<file path="config.mk">
export PLATFORM = sky130hd
export DESIGN_NAME = code_prefetch_queue
export DESIGN_NICKNAME = d
export VERILOG_FILES = /design/src/rtl/code_prefetch_queue.sv
export SDC_FILE = /design/constraint.sdc
export NUM_CORES = 1
export LEC_CHECK = 0
export CAP_MARGIN = 0
export CORE_AREA = 3 3 221 223
export CTS_CLUSTER_DIAMETER = 50
export CTS_CLUSTER_SIZE = 20
export DETAILED_ROUTE_END_ITERATION = 7
export DIE_AREA = 0 0 224 226
export SYNTH_ARGS = -nofsm -noshare
export SYNTH_HDL_FRONTEND = slang
export SYNTH_SLANG_ARGS = --single-unit
</file>
<file path="constraint.sdc">
create_clock -name clock -period 5.55 [get_ports clock]
set_clock_uncertainty 0.15 [all_clocks]
set_input_delay 0.555 -clock clock [delete_from_list [all_inputs] [get_ports clock]]
set_output_delay 0.555 -clock clock [all_outputs]
set_load 0.02 [all_outputs]
</file>
<file path="src/rtl/code_prefetch_queue.sv">
// code_prefetch_queue: byte-granular instruction prefetch queue fed by dword code fetches
// Ports: clock/reset (async active-low); flush/flush_eip restart fetching at a new EIP;
// fetch_req/fetch_addr/fetch_ack/fetch_data form the code-fetch bus; head_data/head_count
// present the oldest bytes at decode_eip; consume removes bytes; queue_count is the fill level.
module code_prefetch_queue #(
  parameter int QUEUE_BYTES = 16
) (
  input  logic        clock,
  input  logic        reset,
  input  logic        flush,
  input  logic [31:0] flush_eip,
  output logic        fetch_req,
  output logic [31:0] fetch_addr,
  input  logic        fetch_ack,
  input  logic [31:0] fetch_data,
  output logic [31:0] head_data,
  output logic [2:0]  head_count,
  input  logic [2:0]  consume,
  output logic [31:0] decode_eip,
  output logic [4:0]  queue_count
);
  localparam int PW = $clog2(QUEUE_BYTES);
  localparam int CW = PW + 1;
  typedef enum logic [1:0] {IDLE, FETCH, DISCARD} state_t;
  state_t state, state_n;
  logic [7:0] mem [QUEUE_BYTES];
  logic [PW-1:0] rd_ptr, wr_ptr;
  logic [CW-1:0] count;
  logic [29:0] fetch_ptr, fetch_ptr_n;
  logic [1:0] skip;
  logic ack_fetch, has_space;
  logic [2:0] eff, wr_n;
  assign queue_count = 5'(count);
  assign has_space = count <= CW'(QUEUE_BYTES - 4);
  assign ack_fetch = state == FETCH && fetch_ack && !flush;
  assign head_count = count >= CW'(4) ? 3'd4 : 3'(count);
  assign eff = flush ? 3'd0 : (consume < head_count ? consume : head_count);
  assign wr_n = ack_fetch ? 3'd4 - {1'b0, skip} : 3'd0;
  assign fetch_ptr_n = flush ? flush_eip[31:2] : ack_fetch ? fetch_ptr + 30'd1 : fetch_ptr;
  // A flush never withdraws an outstanding request: it is parked in DISCARD until acked.
  assign state_n = flush ? ((state == IDLE || fetch_ack) ? IDLE : DISCARD)
                 : state == IDLE ? (has_space ? FETCH : IDLE)
                 : fetch_ack ? IDLE : state;
  always_comb begin
    head_data = '0;
    for (int i = 0; i < 4; i++)
      head_data[8*i +: 8] = CW'(i) < count ? mem[rd_ptr + PW'(i)] : 8'h00;
  end
  always_ff @(posedge clock or negedge reset) begin
    if (!reset) begin
      state      <= IDLE;
      fetch_req  <= 1'b0;
      fetch_addr <= '0;
      fetch_ptr  <= '0;
      skip       <= '0;
      decode_eip <= '0;
      count      <= '0;
      rd_ptr     <= '0;
      wr_ptr     <= '0;
    end else begin
      state      <= state_n;
      fetch_req  <= state_n != IDLE;
      fetch_addr <= state_n == DISCARD ? fetch_addr : {fetch_ptr_n, 2'b00};
      fetch_ptr  <= fetch_ptr_n;
      skip       <= flush ? flush_eip[1:0] : ack_fetch ? 2'd0 : skip;
      decode_eip <= flush ? flush_eip : decode_eip + 32'(eff);
      rd_ptr     <= flush ? '0 : rd_ptr + PW'(eff);
      wr_ptr     <= flush ? '0 : wr_ptr + PW'(wr_n);
      count      <= flush ? '0 : count - CW'(eff) + CW'(wr_n);
    end
  end
  // Bytes below skip precede the branch target within the dword and are never queued.
  always_ff @(posedge clock) begin
    if (ack_fetch)
      for (int k = 0; k < 4; k++)
        if (2'(k) >= skip) mem[wr_ptr + PW'(k) - PW'(skip)] <= fetch_data[8*k +: 8];
  end
endmodule

</file>
Fig. 1: zoomed window
Window x 158 to 178, y 160 to 180 µm. Cells in grey, sequential cells in the stronger grey; small squares are vias.
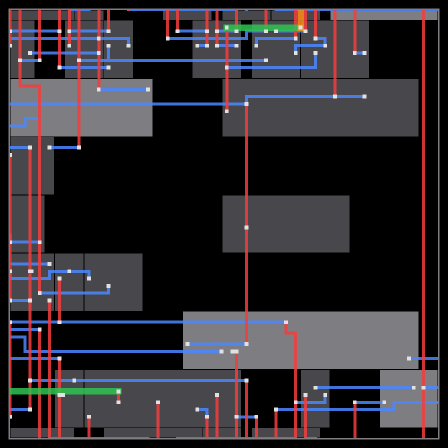
Key: metal 3 = green; metal 2 = red; metal 4 = orange; metal 1 = blue
17 logic cells have their middle in the window. Sequential cells in the window: 2. Netlist names of flops here include fetch_ptr (1), mem (1). Most frequent: nand4_1 (3), nor2_1 (2).

Fig. 2: clock wiring as the flow saved it
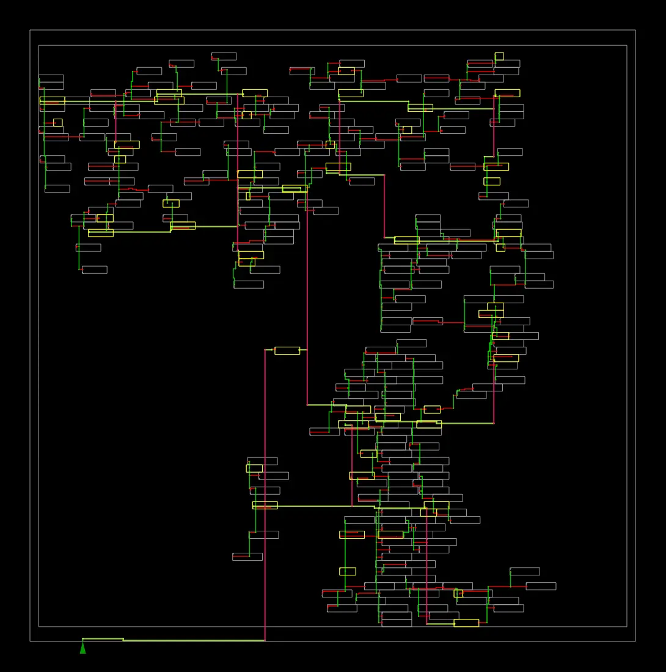
number of clock buffers in the layout: 29
Clock Sinks: 238

==> results.sh <==
# implementation run metrics
export IMPL_synthAdderAreaFrac_pct=3.28
export IMPL_share_of_total_power_in_combinational_logic_pct=48.0
export IMPL_post_route_min_period_ps=5050
export IMPL_slew_worst_pin_ps=1400
export IMPL_ir_drop_mv=0.354
export IMPL_final_seq_area_um2=6600
export IMPL_worst_path_buf_inv=3
export IMPL_async_reset_ff_share_pct=46.2
export IMPL_top_area_cell_class="combinational gates"
export IMPL_tool_warnings=35
export IMPL_worstSkewPairLatency_ps=580
export IMPL_synth_cells=1919
export IMPL_first_global_vias=16200
export IMPL_chip_area_um2=50600
export IMPL_ys_sh_simple_pct=16.3
export IMPL_core_area_um2=46800
export IMPL_cts_setup_buffers=0
export IMPL_place_ws_ps=1010
export IMPL_antenna_diode_count=2
export IMPL_global_route_layer_with_the_greatest_usage="met2"
export IMPL_grt_pass1_wl_um=110000
export IMPL_num_rows=79
export IMPL_switchingPower_mw=3.26
export IMPL_path_common_cell="sky130_fd_sc_hd__a211oi_1"
export IMPL_finalCritPeriodShare_pct=90.9
export IMPL_slew_viol_final=0
export IMPL_mux_share_pct=19.3
export IMPL_remaining_drcs=0
export IMPL_worstHoldPathCells=2
export IMPL_largest_register_ff_count=128
export IMPL_max_frequency_mhz=198
export IMPL_synthDominantAreaCellType="sky130_fd_sc_hd__edfxtp_1"
export IMPL_regToRegSetupSlack_ps=950
export IMPL_ff_type="sky130_fd_sc_hd__edfxtp_1"
export IMPL_share_of_the_core_filled_with_cells_in_the_final_layout_pct=46.9
export IMPL_largestRegisters="mem (128), decode_eip (32)"
export IMPL_power_sequential_fraction_pct=27.4
export IMPL_pwr_group_combinational_mw=3.86
export IMPL_switching_share_pct=40.6
export IMPL_run_status="complete, no violations"
export IMPL_critPathArrivalTime_ps=4340
export IMPL_detail_route_wirelength_met1_um=29800
export IMPL_cts_root_buffer="sky130_fd_sc_hd__clkbuf_16"
export IMPL_clkSlewWorstSetupHoldPaths_ps=70
export IMPL_endpoint_kind="output port"
export IMPL_worstPathRequired_ps=4850
export IMPL_crit_path_cell_trace="inv_1 > ha_2 > buf_4 > mux4_2 > nor2b_1 > a211oi_1 > a211oi_1 > clkdlybuf4s50_1"
export IMPL_synth_top_cells_by_area="sky130_fd_sc_hd__edfxtp_1 (21%), sky130_fd_sc_hd__mux4_2 (17%), sky130_fd_sc_hd__dfrtp_1 (15%)"
export IMPL_yosys_warnings=0
export IMPL_io_pins=176
export IMPL_logic_family="multiplexers"
export IMPL_fillCellCount=4333
export IMPL_yosys_cell_count_top_type="sky130_fd_sc_hd__nor2_1"
export IMPL_hold_violations=0
export IMPL_area_fraction_of_clock_buffers_and_clock_inverters_pct=4.71
export IMPL_layout_comb_gates_multi_input=1455
export IMPL_globalRouteOverflowTotal=0
export IMPL_die_w_um=224
export IMPL_ff2ff_path_depth=17
export IMPL_post_route_cell_area_um2=21900
export IMPL_worst_path_dominant_cell_family="buffers and inverters"
export IMPL_globalRouteMet2Util_pct=43.1
export IMPL_top_register="mem"
export IMPL_ctsHoldBuffers=1
export IMPL_drt_pass_1_iters=8
export IMPL_cts_tree="built"
export IMPL_synth_yosys_chip_area_um2=18700
Fig. 3: signal wires on met2
Scale: 1.5 px per µm.
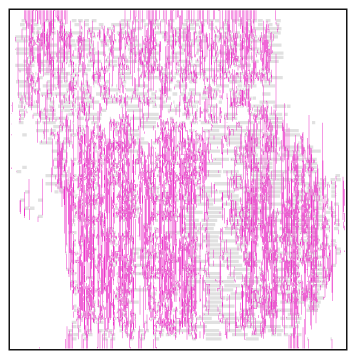
The layer holds 43% of the routed length. The wires run mostly vertical. The layer carries 32.8 mm of wire.

Fig. 4: wiring by layer
Scale: 2 px per µm. Only two layers are drawn.
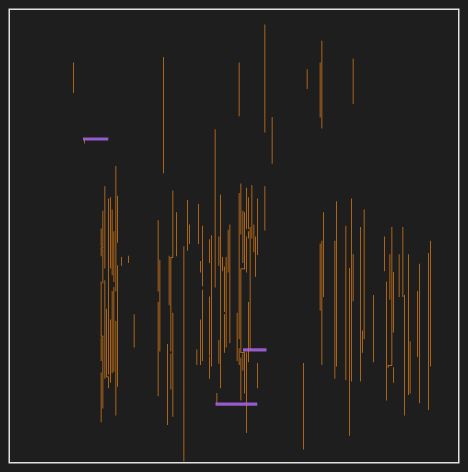
Key: metal 5 = purple [wire length 40.5 µm]; metal 4 = orange [wire length 4,240 µm]
vias post-DR: 17,600
final routed wire length divided by cell count: 29.3 µm
Final Routed Wirelength: 76,700 µm
GRT Total Usage: 29.5%

